--- src/rtl/radio_pkg.sv ---
// Shared definitions for the node radio serial link: packet/byte FSM states,
// frame-format constants and a saturating counter helper.
package radio_pkg;

  typedef enum logic [2:0] {
    HUNT,
    LEN,
    PAYLOAD,
    CHECK,
    DELIVER
  } pkt_state_t;

  typedef enum logic [1:0] {
    B_IDLE,
    B_START,
    B_DATA,
    B_STOP
  } byte_state_t;

  localparam logic [7:0] SYNC_BYTE_DEFAULT = 8'hA5;
  localparam int         DATA_BITS         = 8;
  localparam int         STOP_BITS         = 1;

  function automatic logic [7:0] sat_inc(input logic [7:0] v);
    return (v == 8'hFF) ? v : v + 8'd1;
  endfunction

endpackage

--- src/rtl/radio_byte_rx.sv ---
// Serial byte receiver: 2-flop synchroniser, mid-bit sampling, LSB-first
// shift register and one-cycle byte_valid / frame_err pulses.
module radio_byte_rx
  import radio_pkg::*;
#(
  parameter int CLKS_PER_BIT = 16
) (
  input  logic        clk,
  input  logic        rst_n,
  input  logic        enable,
  input  logic        rx,
  output logic [7:0]  byte_data,
  output logic        byte_valid,
  output logic        frame_err,
  output byte_state_t rx_state
);

  localparam int            CW        = $clog2(CLKS_PER_BIT);
  localparam logic [CW-1:0] HALF_LAST = CW'(CLKS_PER_BIT / 2 - 1);
  localparam logic [CW-1:0] BIT_LAST  = CW'(CLKS_PER_BIT - 1);
  localparam logic [2:0]    BIT_MAX   = 3'(DATA_BITS - 1);

  logic          rx_s1, rx_s2, rx_prev;
  byte_state_t   state, state_next;
  logic [CW-1:0] cnt;
  logic [2:0]    bit_idx;
  logic          tick;

  // Flops preset high so the idle line never looks like a start edge.
  always_ff @(posedge clk or negedge rst_n) begin
    if (!rst_n) begin
      rx_s1   <= 1'b1;
      rx_s2   <= 1'b1;
      rx_prev <= 1'b1;
    end else begin
      rx_s1   <= rx;
      rx_s2   <= rx_s1;
      rx_prev <= rx_s2;
    end
  end

  always_comb tick = (state == B_START) ? (cnt == HALF_LAST) : (cnt == BIT_LAST);

  always_comb begin
    state_next = state;
    case (state)
      B_IDLE:  if (rx_prev && !rx_s2) state_next = B_START;
      B_START: if (tick) state_next = rx_s2 ? B_IDLE : B_DATA;
      B_DATA:  if (tick && bit_idx == BIT_MAX) state_next = B_STOP;
      B_STOP:  if (tick) state_next = B_IDLE;
      default: state_next = B_IDLE;
    endcase
    if (!enable) state_next = B_IDLE;
  end

  always_ff @(posedge clk or negedge rst_n) begin
    if (!rst_n) state <= B_IDLE;
    else        state <= state_next;
  end

  always_ff @(posedge clk or negedge rst_n) begin
    if (!rst_n) begin
      cnt        <= '0;
      bit_idx    <= '0;
      byte_data  <= '0;
      byte_valid <= 1'b0;
      frame_err  <= 1'b0;
    end else begin
      byte_valid <= 1'b0;
      frame_err  <= 1'b0;
      if (state == B_IDLE || tick || !enable) cnt <= '0;
      else                                    cnt <= cnt + 1'b1;
      if (state != B_DATA) bit_idx <= '0;
      else if (tick)       bit_idx <= bit_idx + 3'd1;
      if (enable && tick) begin
        if (state == B_DATA) byte_data <= {rx_s2, byte_data[7:1]};
        if (state == B_STOP) begin
          byte_valid <= rx_s2;
          frame_err  <= ~rx_s2;
        end
      end
    end
  end

  assign rx_state = state;

endmodule

--- src/rtl/radio_packet_rx.sv ---
// Packet receiver for the sink: frames SYNC/LEN/payload/CHK, buffers one
// verified payload and streams it to the host, with saturating diagnostics.
module radio_packet_rx
  import radio_pkg::*;
#(
  parameter int         CLKS_PER_BIT = 16,
  parameter int         MAX_LEN      = 16,
  parameter logic [7:0] SYNC_BYTE    = SYNC_BYTE_DEFAULT,
  parameter int         TIMEOUT_BITS = 20
) (
  input  logic       clk,
  input  logic       rst_n,
  input  logic       enable,
  input  logic       Rx,
  output logic [7:0] out_data,
  output logic       out_valid,
  output logic       out_last,
  input  logic       out_ready,
  output logic       busy,
  output logic [7:0] pkt_ok_count,
  output logic [7:0] pkt_err_count
);

  localparam int            AW         = (MAX_LEN > 1) ? $clog2(MAX_LEN) : 1;
  localparam logic [7:0]    MAX_LEN_B  = 8'(MAX_LEN);
  localparam int            TMO_CYCLES = TIMEOUT_BITS * CLKS_PER_BIT;
  localparam int            TW         = $clog2(TMO_CYCLES + 1);
  localparam logic [TW-1:0] TMO_LAST   = TW'(TMO_CYCLES - 1);

  logic [7:0]  byte_data;
  logic        byte_valid, frame_err, byte_active;
  byte_state_t byte_state;
  pkt_state_t  state, state_next;
  logic [7:0]  len, chk, idx, rd_idx;
  logic [7:0]  buf_mem [MAX_LEN];
  logic [TW-1:0] tmo_cnt;
  logic        in_pkt, timeout, pkt_err, pkt_ok;

  radio_byte_rx #(.CLKS_PER_BIT(CLKS_PER_BIT)) u_byte_rx (
    .clk        (clk),
    .rst_n      (rst_n),
    .enable     (enable),
    .rx         (Rx),
    .byte_data  (byte_data),
    .byte_valid (byte_valid),
    .frame_err  (frame_err),
    .rx_state   (byte_state)
  );

  always_comb byte_active = (byte_state != B_IDLE);
  always_comb in_pkt      = (state == LEN) || (state == PAYLOAD) || (state == CHECK);
  always_comb timeout     = in_pkt && !byte_active && (tmo_cnt == TMO_LAST);

  always_comb begin
    state_next = state;
    pkt_err    = 1'b0;
    pkt_ok     = 1'b0;
    case (state)
      HUNT: if (byte_valid && byte_data == SYNC_BYTE) state_next = LEN;
      LEN: begin
        if (frame_err || timeout) pkt_err = 1'b1;
        else if (byte_valid) begin
          if (byte_data != 8'd0 && byte_data <= MAX_LEN_B) state_next = PAYLOAD;
          else                                             pkt_err    = 1'b1;
        end
      end
      PAYLOAD: begin
        if (frame_err || timeout)                    pkt_err    = 1'b1;
        else if (byte_valid && idx + 8'd1 == len)    state_next = CHECK;
      end
      CHECK: begin
        if (frame_err || timeout) pkt_err = 1'b1;
        else if (byte_valid) begin
          if (byte_data == chk) begin
            pkt_ok     = 1'b1;
            state_next = DELIVER;
          end else begin
            pkt_err = 1'b1;
          end
        end
      end
      // Bytes arriving while delivering are dropped: the buffer is busy.
      DELIVER: if (out_ready && rd_idx == len - 8'd1) state_next = HUNT;
      default: state_next = HUNT;
    endcase
    if (pkt_err) state_next = HUNT;
    if (!enable) begin
      state_next = HUNT;
      pkt_err    = 1'b0;
      pkt_ok     = 1'b0;
    end
  end

  always_ff @(posedge clk or negedge rst_n) begin
    if (!rst_n) state <= HUNT;
    else        state <= state_next;
  end

  always_ff @(posedge clk or negedge rst_n) begin
    if (!rst_n) begin
      len           <= '0;
      chk           <= '0;
      idx           <= '0;
      rd_idx        <= '0;
      tmo_cnt       <= '0;
      pkt_ok_count  <= '0;
      pkt_err_count <= '0;
    end else begin
      if (enable && byte_valid) begin
        if (state == LEN) begin
          len <= byte_data;
          chk <= byte_data;
          idx <= '0;
        end else if (state == PAYLOAD) begin
          chk <= chk ^ byte_data;
          idx <= idx + 8'd1;
        end
      end
      if (state != DELIVER) rd_idx <= '0;
      else if (out_ready)   rd_idx <= rd_idx + 8'd1;
      if (!enable || !in_pkt || byte_active) tmo_cnt <= '0;
      else                                    tmo_cnt <= tmo_cnt + 1'b1;
      if (pkt_ok)  pkt_ok_count  <= sat_inc(pkt_ok_count);
      if (pkt_err) pkt_err_count <= sat_inc(pkt_err_count);
    end
  end

  always_ff @(posedge clk) begin
    if (enable && byte_valid && state == PAYLOAD) buf_mem[idx[AW-1:0]] <= byte_data;
  end

  // Host handshake: out_data/out_last are stable while out_valid is high and
  // out_ready low; a byte transfers on any cycle with out_valid && out_ready.
  always_comb begin
    out_valid = (state == DELIVER);
    out_data  = out_valid ? buf_mem[rd_idx[AW-1:0]] : 8'd0;
    out_last  = out_valid && (rd_idx == len - 8'd1);
    busy      = (state != HUNT);
  end

endmodule

--- config.mk ---
export PLATFORM = sky130hd
export DESIGN_NAME = radio_packet_rx
export DESIGN_NICKNAME = d
export VERILOG_FILES = /design/src/rtl/radio_pkg.sv /design/src/rtl/radio_byte_rx.sv /design/src/rtl/radio_packet_rx.sv
export SDC_FILE = /design/constraint.sdc
export NUM_CORES = 1
export LEC_CHECK = 0
export CAP_MARGIN = 25
export CORE_MARGIN = 5
export CORE_UTILIZATION = 61
export CTS_CLUSTER_DIAMETER = 50
export DETAILED_ROUTE_END_ITERATION = 10
export GPL_TIMING_DRIVEN = 0
export PLACE_DENSITY_LB_ADDON = 0.15
export SYNTH_ARGS = -nofsm -noshare
export SYNTH_HDL_FRONTEND = slang
export SYNTH_HIERARCHICAL = 1
export SYNTH_SLANG_ARGS = --single-unit
export TNS_END_PERCENT = 20
--- constraint.sdc ---
create_clock -name clk -period 2.9 [get_ports clk]
set_input_delay 0.29 -clock clk [delete_from_list [all_inputs] [get_ports clk]]
set_output_delay 0.29 -clock clk [all_outputs]
set_load 0.01 [all_outputs]
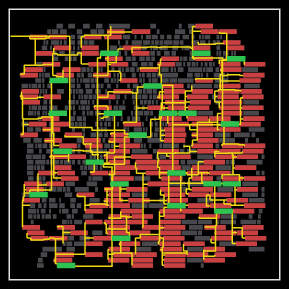
(run_1/clock_map.png)
Drawn at 2 px/micron.
[yellow] clock wires | length: 2300 microns
[green] cells driving clock nets | count: 22
[red] flip-flops | count: 210
flops lie: widely spread
reported clock group power: 0.00289 W
Worst-Skew Late Latency: 0.49 ns
worst clock skew: 0.0124 ns
part of the power in the clock network: 47.4%

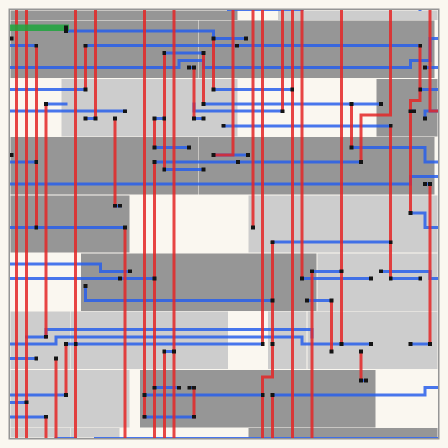
(run_1/zoom.png)
Region (91, 24) to (111, 44) microns. Cells in grey, sequential cells in the stronger grey; small squares are vias.
[green] met3
[blue] met1
[red] met2
cells with their middle in the window: 14
most frequent: edfxtp_1 (7), mux4_2 (3), buf_12 (2)
netlist names of flops here include: buf_mem (7)
sequential cells in the window: 7

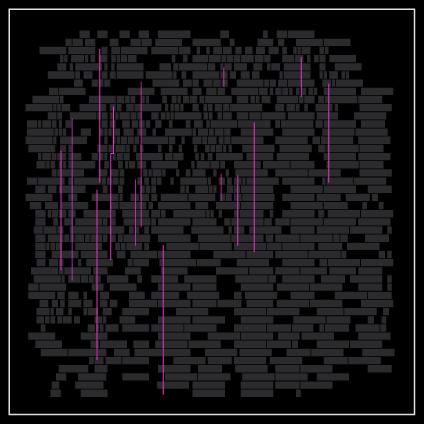
(run_1/met4.png)
Drawn at 3 px/micron. Cells faint in the background.
nets with wire on the layer: 11
wire length on this layer: 492 microns
longest straight run: 56.4 microns
Post-Route WL: 19.6 mm
via total after detailed routing: 5845

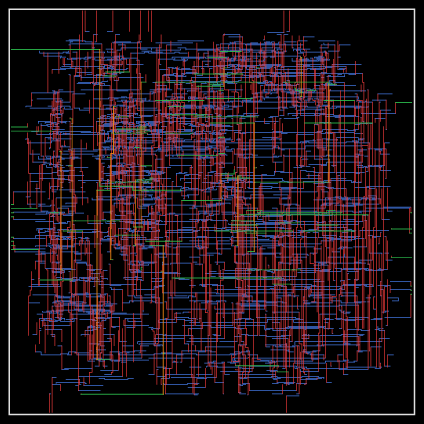
(run_1/metal_stack.png)
Drawn at 3 px/micron.
[red] met2 | wire length: 10200 microns
[blue] met1 | wire length: 8140 microns
[orange] met4 | wire length: 492 microns
[green] met3 | wire length: 840 microns
post-detailed-route wirelength per cell: 21.0 microns
total routing usage reported by global routing: 22.4%

==> run 1: final timing paths <==
kind                            startpoint                      to  slack (ns)  cells after the start
min in group clk                        Rx         u_byte_rx/rx_s1        0.21                      1
setup / recovery                 rd_idx[0]             out_data[5]        0.06                      6
hold reg to reg            u_byte_rx/rx_s1         u_byte_rx/rx_s2        0.36                      0
max in group asynchronous            rst_n                  len[0]        2.08                      3
setup reg to reg                  state[0]           buf_mem[1][6]        0.14                      7
hold / removal                       rst_n  u_byte_rx/byte_data[2]        0.19                      2
==> run 1: timing repair <==
action                                  4_1_cts  5_1_grt
endpoints found under the hold margin        70        0
buffers inserted                              3        1
pin swaps                                     1        0
endpoints found under the setup margin        9       61
hold buffers                                  1        0
gates resized                                60       14
==> run 1: metal layers <==
metal	share of wire (%)	GRT usage [%]	vias to the layer above
met5	0	0	-
met4	2.5	5.32	0
met3	4.3	3.17	36
met2	52	40.0	167
met1	41	29.3	2978
li1	-	-	2664
==> run 1: cell type report <==
type / count / area [sq um]
buffer: 29 / 229
clock buffer: 26 / 587
clock inverter: 14 / 163
fill: 980 / 4280
inverter: 11 / 41.3
multi-input combinational: 419 / 3410
sequential: 210 / 5910
tap: 188 / 235
timing repair buffer: 40 / 350
==> run 1: stage by stage <==
step	instances	util, %	cell area, sq um
5_1_grt	937	71.9	10900
2_1_floorplan	670	-	9460
6_report	937	71.9	10900
3_3_place_gp	888	65.8	10000
4_1_cts	936	71.8	10900
3_5_place_dp	893	66.1	10100
==> run 1: registers in the layout (all words and copies together) (netlist names), 8 cells and up <==
signal	count
chk	8
idx	8
pkt_ok_count	8
rd_idx	8
len	8
u_byte_rx/byte_data	8
tmo_cnt	9
pkt_err_count	8
buf_mem	128
==> Table 3: Implementation characteristics, run 1 <==
Table: implementation figures

Parameter                              Value

Global route
  Maximum number of pins on one net before global-route repair    69
  Number of global-route vias before repair    5949
  GRT Residual Overflow    0
  Global-route wire length before repair    31.9 mm

Die
  Total I/O pin count    32
  Core Density at Floorplan    between 60 and 70%
  Core area    15200 sq um
  Horizontal die dimension    135 microns
  Floorplan row count    roughly 45
  Total die size    18100 sq um
  Vertical extent of the die    ~130 microns

Worst setup path
  Count of buffer and inverter cells on the critical path    3
  Worst Path Arrival    2.55 ns
  Library cell contributing the largest single delay on the critical path    sky130_fd_sc_hd__mux4_2
  CP delay by family, top    multiplexers
  Required time at the endpoint of the critical path    approximately 2.6 ns
  Kind of start point of the critical path    flip-flop
  Worst setup path class    flip-flop to output port
  Crit Path Max Fanout    10
  Critical path's largest stage delay    0.54 ns
  Crit path cell chain    buf_12 -> buf_12 -> mux4_2 -> mux4_2 -> nor2b_1 -> buf_2
  Kind of end point of the critical path    output port

Finish
  Top library cells by usage in the layout, fill and taps aside    sky130_fd_sc_hd__edfxtp_1, sky130_fd_sc_hd__dfrtp_1, sky130_fd_sc_hd__nor2_1, sky130_fd_sc_hd__nand2_1, sky130_fd_sc_hd__mux4_2
  Antenna diodes    0
  P&R area growth vs syn    15.4%
  Nets    750
  Most frequent logic cell in the layout    sky130_fd_sc_hd__edfxtp_1
  Proportion of layout cells with a drive suffix above 1    between 20% and 30%

Power
  Switching share of total power    19.6%
  Part of the total power dissipated in combinational logic    0.8%
  Largest vdd supply drop    422 uV
  Flip-flop and latch power    0.00316 W
  Net Switching    approximately 0.0012 W
  Power Internal    ~0.0049 W
  Overall Power    between 0.006 and 0.007 W
  Combinational power    0.0000492 W
  Power density normalized to cell area    about 560 nW/um^2
  Group drawing the most power    registers
  Leak Pwr    4.31 nW

CTS
  H-tree depth    1
  Clock transition time at the flip-flop clock pins of the worst setup and hold paths    around 0.06 ns
  Clk Tree Root Cell    sky130_fd_sc_hd__clkbuf_16
  Number of CTS-inserted buffers    22
  CTS tree    built
  Total clock sinks    around 210
  Longest Clk Path Bufs    3

Job
  Number of violations of the max-capacitance limit    0
  Tool warnings    31

Drt
  DRC violation count after routing    0
  Iteration-0 DRC count of the detailed router    584
  Detailed-routing iteration count for the pre-antenna-repair pass    5
  DRT antenna net count    0
  DR vias/cell    6.24

Yosys
  Fraction of the mapped netlist area in compound gates    5.84%
  Share of the synthesized netlist area taken by xor and xnor gates    5.09%
  Flip-flop cell with the highest count after synthesis    sky130_fd_sc_hd__edfxtp_1
  Mean instance size in the synthesized netlist    14.1 sq um
  Flip-flops with a built-in enable    between 100 and 150
  Most instantiated cells after synthesis    sky130_fd_sc_hd__edfxtp_1, sky130_fd_sc_hd__dfrtp_1, sky130_fd_sc_hd__nor2_1, sky130_fd_sc_hd__nand2_1, sky130_fd_sc_hd__mux4_2
  Post-synthesis cell type count    about 63
  Number of cells in the yosys synthesis report    670
  Synth top area share    40.6%
  Cell with the most instances after synthesis    sky130_fd_sc_hd__edfxtp_1
  Total of flip-flops plus latches after synthesis    ~210
  Count of yosys warnings during synthesis    6
  Synth async-reset ratio    39.0%
  Post-Synthesis Cell Area    9460 sq um
  Synth Instances    roughly 670
  Post-synth area from yosys stat    9460 sq um
  Area contributors post-synth    sky130_fd_sc_hd__edfxtp_1, sky130_fd_sc_hd__dfrtp_1, sky130_fd_sc_hd__mux4_2, sky130_fd_sc_hd__xnor2_1, sky130_fd_sc_hd__xor2_1
  Register share after synthesis    62.3%
  Mux area share    11.7%
  Post-Synth Simple-Gate Area    11.4%
  Post-synthesis cell type with the largest combined area    sky130_fd_sc_hd__edfxtp_1
  Syn Nets    687
  Synth Area in Adders    1.59%

Final timing
  Tightest Pin Transition    approximately 0.94 ns
  Maximum achievable frequency    353 MHz
  Share of the cycle needed by the critical path after routing    97.8%
  Final count of negative-setup-slack endpoints    0
  Fin worst setup slack    0.0648 ns
  Number of endpoints with negative hold slack in the final report    0
  Min Clock Period, post-route    about 2.8 ns
  Fin Hold WS    approximately 0.19 ns
  RSZ-0062 raised after global routing    true
  Max-Slew Margin vs Limit    37.1%
  Max-slew violation count    0
  Total Negative Setup Slacks    0 ns

Placement
  Worst slack at placement    -0.452 ns
  Weighted congestion reported at the end of routability-driven placement    0.841
  Port buffer count    30
  HPWL after detailed placement    13.0 mm

Run status
  Run status    complete, no violations
==> run 2: changes to the inputs <==
--- a/config.mk
+++ b/config.mk
@@ -16,4 +16,3 @@
 export SYNTH_HDL_FRONTEND = slang
 export SYNTH_HIERARCHICAL = 1
 export SYNTH_SLANG_ARGS = --single-unit
-export TNS_END_PERCENT = 20
==> Table 3: Implementation characteristics, run 2 <==
Table: implementation figures

Parameter                              Value

Drt
  Detailed-routing iteration count for the pre-antenna-repair pass    5 (unchanged)
  DRC violation count after routing    0 (unchanged)
  DR vias/cell    6.24 (about the same)
  DRT antenna net count    0 (unchanged)
  Iteration-0 DRC count of the detailed router    547 (was 584)
  Routed met1 length    8.18 mm (was 8.14 mm)
  Top routing layer in use    met4 (unchanged)
  Routed length on met3    1.18 mm (was 839 microns)
  Sum of met2 wire segment lengths after detailed routing    10.7 mm (was 10.2 mm)

Yosys
  Most instantiated cells after synthesis    sky130_fd_sc_hd__edfxtp_1, sky130_fd_sc_hd__dfrtp_1, sky130_fd_sc_hd__nor2_1, sky130_fd_sc_hd__nand2_1, sky130_fd_sc_hd__mux4_2 (unchanged)
  Synth async-reset ratio    39.0% (unchanged)
  Post-synth area from yosys stat    9460 sq um (unchanged)
  Post-synthesis cell type count    63 (unchanged)
  Cell with the most instances after synthesis    sky130_fd_sc_hd__edfxtp_1 (unchanged)
  Flip-flop cell with the highest count after synthesis    sky130_fd_sc_hd__edfxtp_1 (unchanged)
  Post-Synthesis Cell Area    9460 sq um (unchanged)
  Count of yosys warnings during synthesis    6 (unchanged)
  Area contributors post-synth    sky130_fd_sc_hd__edfxtp_1, sky130_fd_sc_hd__dfrtp_1, sky130_fd_sc_hd__mux4_2, sky130_fd_sc_hd__xnor2_1, sky130_fd_sc_hd__xor2_1 (unchanged)
  Flip-flops with a built-in enable    128 (unchanged)
  Number of cells in the yosys synthesis report    670 (unchanged)
  Post-synthesis cell type with the largest combined area    sky130_fd_sc_hd__edfxtp_1 (unchanged)
  Total of flip-flops plus latches after synthesis    210 (unchanged)
  Synth top area share    40.6% (unchanged)
  Synth Instances    670 (unchanged)
  Syn Nets    687 (unchanged)
  Register share after synthesis    62.3% (unchanged)
  Mean instance size in the synthesized netlist    14.1 sq um (unchanged)

Finish
  Relative area of clock buffers and inverters in the final design    6.76% (was 6.86%)
  Number of clock-tree buffers in the layout    26 (unchanged)
  Final instance area    11100 sq um (was 10900 sq um)
  Nets    765 (was 750)
  P&R area growth vs syn    17.2% (was 15.4%)
  Non-clock buffer instance count of the final layout    84 (was 69)
  Non-CTS inverters    11 (unchanged)
  Non-clock buffer share of cell area    6.71% (was 5.30%)
  Number of flip-flops and latches    210 (unchanged)
  Antenna diodes    0 (unchanged)
  Area taken by flip-flops and latches    5910 sq um (unchanged)
  Logic share of the area    30.8% (was 31.2%)
  Proportion of layout cells with a drive suffix above 1    22.1% (was 20.4%)
  Top library cells by usage in the layout, fill and taps aside    sky130_fd_sc_hd__edfxtp_1, sky130_fd_sc_hd__dfrtp_1, sky130_fd_sc_hd__nor2_1, sky130_fd_sc_hd__nand2_1, sky130_fd_sc_hd__mux4_2 (unchanged)
  Fill cell instance count of the final layout    959 (was 980)
  Final standard cell count with taps included and fillers excluded    952 (was 937)
  Most frequent logic cell in the layout    sky130_fd_sc_hd__edfxtp_1 (unchanged)
  Number of flip-flops under the largest register name    128 (unchanged)
  Biggest area consumer among cell classes    flip-flops and latches (unchanged)
  #MultiIn Comb    419 (unchanged)
  Total area of multi-input combinational cells    3420 sq um (was 3410 sq um)
  Proportion of cell area occupied by registers    53.2% (was 54.1%)

Worst setup path
  Kind of start point of the critical path    primary input (was flip-flop)
  Required time at the endpoint of the critical path    3.10 ns (was 2.61 ns)
  Worst setup path class    primary input to flip-flop (was flip-flop to output port)
  Critical path's largest stage delay    0.75 ns (was 0.54 ns)
  CP delay by family, top    buffers and inverters (was multiplexers)
  Worst Path Arrival    3.07 ns (was 2.55 ns)
  Count of buffer and inverter cells on the critical path    3 (unchanged)
  Library cell contributing the largest single delay on the critical path    sky130_fd_sc_hd__clkdlybuf4s50_1 (was sky130_fd_sc_hd__mux4_2)
  Kind of end point of the critical path    flip-flop (was output port)
  Crit path cell chain    clkdlybuf4s50_1 -> nand2_1 -> nor3_1 -> clkbuf_1 -> nand2_1 -> nor3_1 -> buf_4 (was buf_12 -> buf_12 -> mux4_2 -> mux4_2 -> nor2b_1 -> buf_2)
  Crit Path Max Fanout    11 (was 10)

Die
  Vertical extent of the die    135 microns (unchanged)
  Core area    15200 sq um (unchanged)
  Floorplan row count    45 (unchanged)
  Core Density at Floorplan    62.2% (unchanged)
  Total I/O pin count    32 (unchanged)
  Horizontal die dimension    135 microns (unchanged)
  Total die size    18100 sq um (unchanged)
  Tapcells    188 (unchanged)

Placement
  Cell area after placement    10100 sq um (unchanged)
  Worst slack at placement    -0.452 ns (unchanged)
  HPWL after detailed placement    13.0 mm (unchanged)
  Port buffer count    30 (unchanged)
  Cell count after placement    893 (unchanged)
  Weighted congestion reported at the end of routability-driven placement    0.841 (unchanged)

Job
  Tool warnings    31 (unchanged)
  Number of violations of the max-capacitance limit    0 (unchanged)

Final timing
  Min Clock Period, post-route    2.88 ns (was 2.84 ns)
  Final count of negative-setup-slack endpoints    0 (unchanged)
  Worst clock skew    0.0153 ns (was 0.0124 ns)
  RSZ-0062 raised after global routing    true (unchanged)
  Total Negative Setup Slacks    0 ns (unchanged)
  Share of the cycle needed by the critical path after routing    99.1% (was 97.8%)
  Fin Hold WS    0.194 ns (about the same)
  Number of endpoints with negative hold slack in the final report    0 (unchanged)
  Maximum achievable frequency    348 MHz (was 353 MHz)
  Max-slew violation count    0 (unchanged)
  Max-Slew Margin vs Limit    37.4% (was 37.1%)
  Fin worst setup slack    0.0248 ns (was 0.0648 ns)
  Tightest Pin Transition    0.939 ns (was 0.940 ns)

CTS
  Total clock sinks    210 (unchanged)
  Clock transition time at the flip-flop clock pins of the worst setup and hold paths    0.06 ns (about the same)
  Clk Tree Root Cell    sky130_fd_sc_hd__clkbuf_16 (unchanged)
  Number of CTS-inserted buffers    22 (unchanged)
  CTS tree    built (unchanged)
  Longest Clk Path Bufs    3 (unchanged)
  H-tree depth    1 (unchanged)
  Worst-Skew Late Latency    0.50 ns (was 0.49 ns)

Power
  Leak Pwr    4.40 nW (was 4.31 nW)
  Largest vdd supply drop    422 uV (about the same)
  Power density normalized to cell area    550 nW/um^2 (was 558 nW/um^2)

Global route
  GRT Residual Overflow    0 (unchanged)
  Maximum number of pins on one net before global-route repair    69 (unchanged)
  Global-route wire length before repair    31.9 mm (about the same)
  Number of antenna violations at the first check in global routing    0 (unchanged)
  Number of global-route vias before repair    5963 (was 5949)

Run status
  Run status    complete, no violations (unchanged)

Worst hold path
  HP Class    primary input to asynchronous set/reset pin (unchanged)
run 2: cell counts after synthesis:
No cell type changed its count.
run 2: cell families (layout without fill, tap and decap cells):
group	count (synthesis)	after routing	share of synthesized area [%]
AOI/OAI and AO/OA	87	87	5.84
xor gates and xnor gates	55	55	5.09
adders and majority gates	12	12	1.59
buffers and inverters	41	135	1.98
DFF	210	210	62.3
muxes	56	56	11.7
and+or+nand+nor	209	209	11.4
run 2: worst paths after layout:
kind	startpoint	end	slack, ns	cells past startpoint
max in group asynchronous	rst_n	len[0]	2.08	3
worst max register to register	state[0]	buf_mem[1][6]	0.11	7
worst min-delay path	rst_n	u_byte_rx/byte_data[2]	0.19	2
min in group clk	Rx	u_byte_rx/rx_s1	0.21	1
worst min register to register	u_byte_rx/rx_s1	u_byte_rx/rx_s2	0.36	0
worst max-delay path	enable	buf_mem[1][6]	0.02	7
run 2: what timing repair did:
action | 4_1_cts | 5_1_grt
hold buffers | 1 | 0
setup endpoints to repair | 9 | 60
gates resized | 63 | 16
hold endpoints to repair | 70 | 0
pin swaps | 1 | 0
cloned | 0 | 2
setup buffers | 5 | 12
run 2: report_power, final:
group | internal, W | switching, W
Sequential | 0.00315 | 0.00000432
Clock | 0.00173 | 0.00116
Combinational | 0.0000137 | 0.0000358
run 2: per-stage QoR:
| step | total power [W] | utilization (%) |
|---|---|---|
| 2_1_floorplan | 0.00323 | - |
| 3_3_place_gp | 0.00326 | 65.8 |
| 3_5_place_dp | 0.00327 | 66.1 |
| 4_1_cts | 0.00613 | 71.9 |
| 5_1_grt | 0.00625 | 73.0 |
| 6_report | 0.00610 | 73.0 |
run 2: metal layers:
layer | up-vias | global-route usage, %
li1 | 2699 | -
met1 | 2984 | 29.1
met2 | 225 | 39.9
met3 | 37 | 3.28
met4 | 0 | 5.71
met5 | - | 0
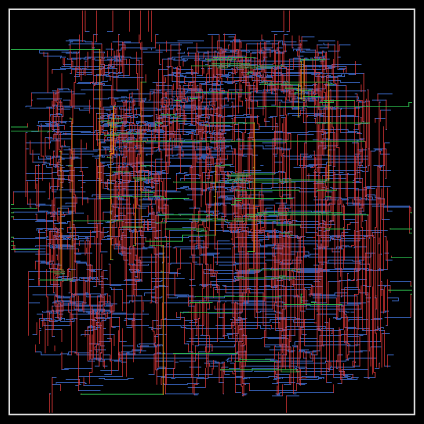
(run_2/metal_stack.png)
Drawn at 3 px/micron.
[blue] met1 | wire length: 8180 microns
[orange] met4 | wire length: 458 microns
[red] met2 | wire length: 10700 microns
[green] met3 | wire length: 1180 microns
total routing usage reported by global routing: 22.4%
via total after detailed routing: 5945
Post-Route WL: 20.6 mm

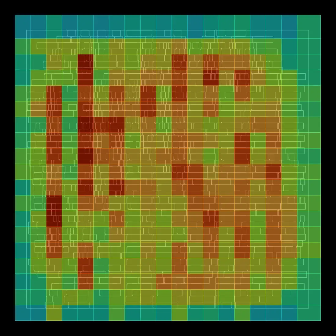
(run_2/final_congestion.png)
met3 demand-to-capacity share in global routing: 3.28%
Most Crowded Layer GR: met2
GR met1 Demand/Resource: 29.1%
met2 usage: 39.9%
post-detailed-route wirelength per cell: 21.6 microns

==> run 3: changes to the inputs <==
--- a/config.mk
+++ b/config.mk
@@ -9,6 +9,7 @@
 export CORE_MARGIN = 5
 export CORE_UTILIZATION = 61
 export CTS_CLUSTER_DIAMETER = 50
+export CTS_CLUSTER_SIZE = 20
 export DETAILED_ROUTE_END_ITERATION = 10
 export GPL_TIMING_DRIVEN = 0
 export PLACE_DENSITY_LB_ADDON = 0.15
==> Table 3: Implementation characteristics, run 3 <==
Table: implementation figures

Parameter                              Value

Yosys
  Post-Synthesis Cell Area    9460 sq um (unchanged)
  Synth top area share    40.6% (unchanged)
  Most instantiated cells after synthesis    sky130_fd_sc_hd__edfxtp_1, sky130_fd_sc_hd__dfrtp_1, sky130_fd_sc_hd__nor2_1, sky130_fd_sc_hd__nand2_1, sky130_fd_sc_hd__mux4_2 (unchanged)
  Post-synthesis cell type count    63 (unchanged)
  Synth async-reset ratio    39.0% (unchanged)
  Area contributors post-synth    sky130_fd_sc_hd__edfxtp_1, sky130_fd_sc_hd__dfrtp_1, sky130_fd_sc_hd__mux4_2, sky130_fd_sc_hd__xnor2_1, sky130_fd_sc_hd__xor2_1 (unchanged)
  Syn Nets    687 (unchanged)
  Number of cells in the yosys synthesis report    670 (unchanged)
  Flip-flops with a built-in enable    128 (unchanged)
  Mean instance size in the synthesized netlist    14.1 sq um (unchanged)
  Post-synth area from yosys stat    9460 sq um (unchanged)
  Register share after synthesis    62.3% (unchanged)
  Post-synthesis cell type with the largest combined area    sky130_fd_sc_hd__edfxtp_1 (unchanged)
  Cell with the most instances after synthesis    sky130_fd_sc_hd__edfxtp_1 (unchanged)
  Total of flip-flops plus latches after synthesis    210 (unchanged)
  Count of yosys warnings during synthesis    6 (unchanged)

Worst setup path
  Crit path cell chain    buf_12 -> buf_12 -> buf_4 -> mux4_2 -> mux4_2 -> nor2b_1 -> buf_2 (was clkdlybuf4s50_1 -> nand2_1 -> nor3_1 -> clkbuf_1 -> nand2_1 -> nor3_1 -> buf_4)
  Crit Path Max Fanout    8 (was 11)
  Worst setup path class    flip-flop to output port (was primary input to flip-flop)
  Number of cell instances on the worst register-to-register path    7 (unchanged)
  Kind of end point of the critical path    output port (was flip-flop)
  Required time at the endpoint of the critical path    2.61 ns (was 3.10 ns)
  Critical path's largest stage delay    0.49 ns (was 0.75 ns)
  Library cell contributing the largest single delay on the critical path    sky130_fd_sc_hd__mux4_2 (was sky130_fd_sc_hd__clkdlybuf4s50_1)
  Kind of start point of the critical path    flip-flop (was primary input)
  Beginning of the worst register-to-register path    state[0] (unchanged)
  Register-to-Register Setup Slack    0.11 ns (about the same)
  End of the worst register-to-register path    buf_mem[1][1] (was buf_mem[1][6])
  Worst Path Arrival    2.58 ns (was 3.07 ns)
  CP delay by family, top    multiplexers (was buffers and inverters)
  Count of buffer and inverter cells on the critical path    4 (was 3)

Final timing
  Total Negative Setup Slacks    0 ns (unchanged)
  Final count of negative-setup-slack endpoints    0 (unchanged)
  RSZ-0062 raised after global routing    true (unchanged)
  Share of the cycle needed by the critical path after routing    98.8% (was 99.1%)
  Number of endpoints with negative hold slack in the final report    0 (unchanged)
  Maximum achievable frequency    349 MHz (was 348 MHz)
  Fin Hold WS    0.188 ns (was 0.194 ns)
  Fin worst setup slack    0.0339 ns (was 0.0248 ns)
  Max-slew violation count    0 (unchanged)
  Min Clock Period, post-route    2.87 ns (was 2.88 ns)
  Max-Slew Margin vs Limit    34.9% (was 37.4%)

Power
  Net Switching    0.00125 W (was 0.00120 W)
  Combinational power    0.0000492 W
  Power density normalized to cell area    521 nW/um^2 (was 550 nW/um^2)
  Leak Pwr    4.30 nW (was 4.40 nW)
  Part of the total power dissipated in combinational logic    0.9% (was 0.8%)
  Reported clock group power    0.00248 W (was 0.00289 W)
  Group drawing the most power    registers (unchanged)
  Largest vdd supply drop    607 uV (was 422 uV)
  Reg power frac    55.5% (was 51.7%)
  Switching share of total power    21.9% (was 19.7%)
  Flip-flop and latch power    0.00315 W (was 0.00316 W)

Finish
  Nets    754 (was 765)
  P&R area growth vs syn    15.4% (was 17.2%)
  Most frequent logic cell in the layout    sky130_fd_sc_hd__edfxtp_1 (unchanged)
  Top library cells by usage in the layout, fill and taps aside    sky130_fd_sc_hd__edfxtp_1, sky130_fd_sc_hd__dfrtp_1, sky130_fd_sc_hd__nor2_1, sky130_fd_sc_hd__nand2_1, sky130_fd_sc_hd__mux4_2 (unchanged)
  Antenna diodes    0 (unchanged)
  Number of flip-flops under the largest register name    128 (unchanged)
  Final instance area    10900 sq um (was 11100 sq um)
  Proportion of layout cells with a drive suffix above 1    21.0% (was 22.1%)

Placement
  Port buffer count    30 (unchanged)
  HPWL after detailed placement    13.0 mm (unchanged)
  Worst slack at placement    -0.452 ns (unchanged)
  Weighted congestion reported at the end of routability-driven placement    0.841 (unchanged)
  Cell area after placement    10100 sq um (unchanged)

Drt
  Sum of met2 wire segment lengths after detailed routing    10.2 mm (was 10.7 mm)
  Top routing layer in use    met4 (unchanged)
  DR vias/cell    6.22 (was 6.24)
  DRC violation count after routing    0 (unchanged)
  Routed length on met3    865 microns (was 1.18 mm)
  Detailed-routing iteration count for the pre-antenna-repair pass    5 (unchanged)
  Post-detailed-route wirelength per cell    21.2 microns (was 21.6 microns)
  Routed met1 length    8.39 mm (was 8.18 mm)
  Iteration-0 DRC count of the detailed router    654 (was 547)
  DRT antenna net count    0 (unchanged)

CTS
  Number of CTS-inserted buffers    19 (was 22)
  CTS tree    built (unchanged)
  Worst-Skew Late Latency    0.50 ns (about the same)
  Longest Clk Path Bufs    3 (unchanged)
  Total clock sinks    210 (unchanged)
  Clk Tree Root Cell    sky130_fd_sc_hd__clkbuf_16 (unchanged)
  Clock transition time at the flip-flop clock pins of the worst setup and hold paths    0.08 ns (was 0.06 ns)
  H-tree depth    1 (unchanged)

Global route
  Number of global-route vias before repair    5898 (was 5963)
  Total routing usage reported by global routing    22.4% (about the same)
  GRT Residual Overflow    0 (unchanged)
  Number of antenna violations at the first check in global routing    0 (unchanged)
  Global-route wire length before repair    32.0 mm (was 31.9 mm)
  Maximum number of pins on one net before global-route repair    69 (unchanged)

Job
  Number of violations of the max-capacitance limit    0 (unchanged)
  Tool warnings    31 (unchanged)

Die
  Core Density at Floorplan    62.2% (unchanged)
  Core area    15200 sq um (unchanged)
  Horizontal die dimension    135 microns (unchanged)
  Vertical extent of the die    135 microns (unchanged)

Run status
  Run status    complete, no violations (unchanged)

Worst hold path
  HP Class    primary input to asynchronous set/reset pin (unchanged)
run 3: through the flow:
| stage | instances | total power, W | util, % |
|---|---|---|---|
| after floorplan | 670 | 0.00323 | - |
| after global placement | 888 | 0.00326 | 65.8 |
| after detailed placement | 893 | 0.00327 | 66.1 |
| after CTS | 930 | 0.00571 | 71.2 |
| after global routing | 936 | 0.00583 | 71.8 |
| final | 936 | 0.00568 | 71.8 |
run 3: worst max path at each step:
stage	startpoint	endpoint	slack (ns)	cells after the start
finish	rd_idx[0]	out_data[7]	0.03	7
global route	enable	buf_mem[0][4]	-0.15	7
detailed placement	enable	buf_mem[3][1]	-0.45	7
global placement	rst_n	len[7]	-1.31	1
CTS	len[0]	out_last	-0.03	7
floorplan	len[0]	out_last	0.46	8
run 3: routing by layer:
layer | track usage (%) | vias up
met5 | 0 | -
met4 | 5.03 | 0
met3 | 3.09 | 30
met2 | 39.3 | 169
met1 | 30.3 | 2950
li1 | - | 2677
run 3: repair_timing:
item,4_1_cts,5_1_grt
buffers inserted,4,4
gates resized,63,16
setup endpoints to repair,9,67
gates cloned,1,2
hold endpoints to repair,67,0
pin swaps,1,0
hold buffers,1,0
run 3: cell type report:
type	count	area, sq um
sequential	210	5910
fill	979	4290
multi-input combinational	419	3420
clock buffer	19	475
timing repair buffer	47	462
tap	188	235
buffer	29	229
clock inverter	13	148
inverter	11	41.3
run 3: kinds of logic after synthesis:
logic type | after synthesis | share of synthesized area (%)
AOI/OAI and AO/OA | 87 | 5.84
xor gates and xnor gates | 55 | 5.09
adders and majority gates | 12 | 1.59
buffers and inverters | 41 | 1.98
DFF | 210 | 62.3
muxes | 56 | 11.7
and+or+nand+nor | 209 | 11.4
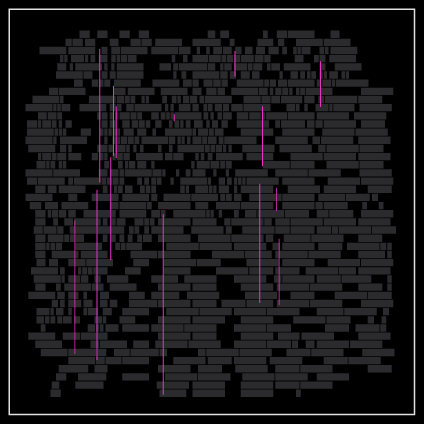
(run_3/met4.png)
Drawn at 3 px/micron. Cells faint in the background.
nets with wire on the layer: 8
main direction: vertical
wire length on this layer: 392 microns
via total after detailed routing: 5826
Post-Route WL: 19.9 mm

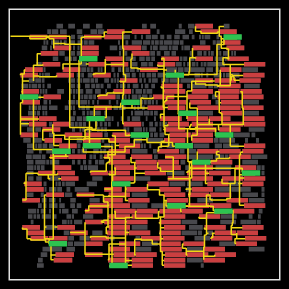
(run_3/clock_map.png)
Drawn at 2 px/micron.
[green] cells driving clock nets | count: 19
[red] flip-flops | count: 210
[yellow] clock wires | length: 2270 microns
routed clock nets: 20
worst clock skew: 0.0194 ns
part of the power in the clock network: 43.7%

Power figures rest on the tool's default switching activity, not on a simulated workload.
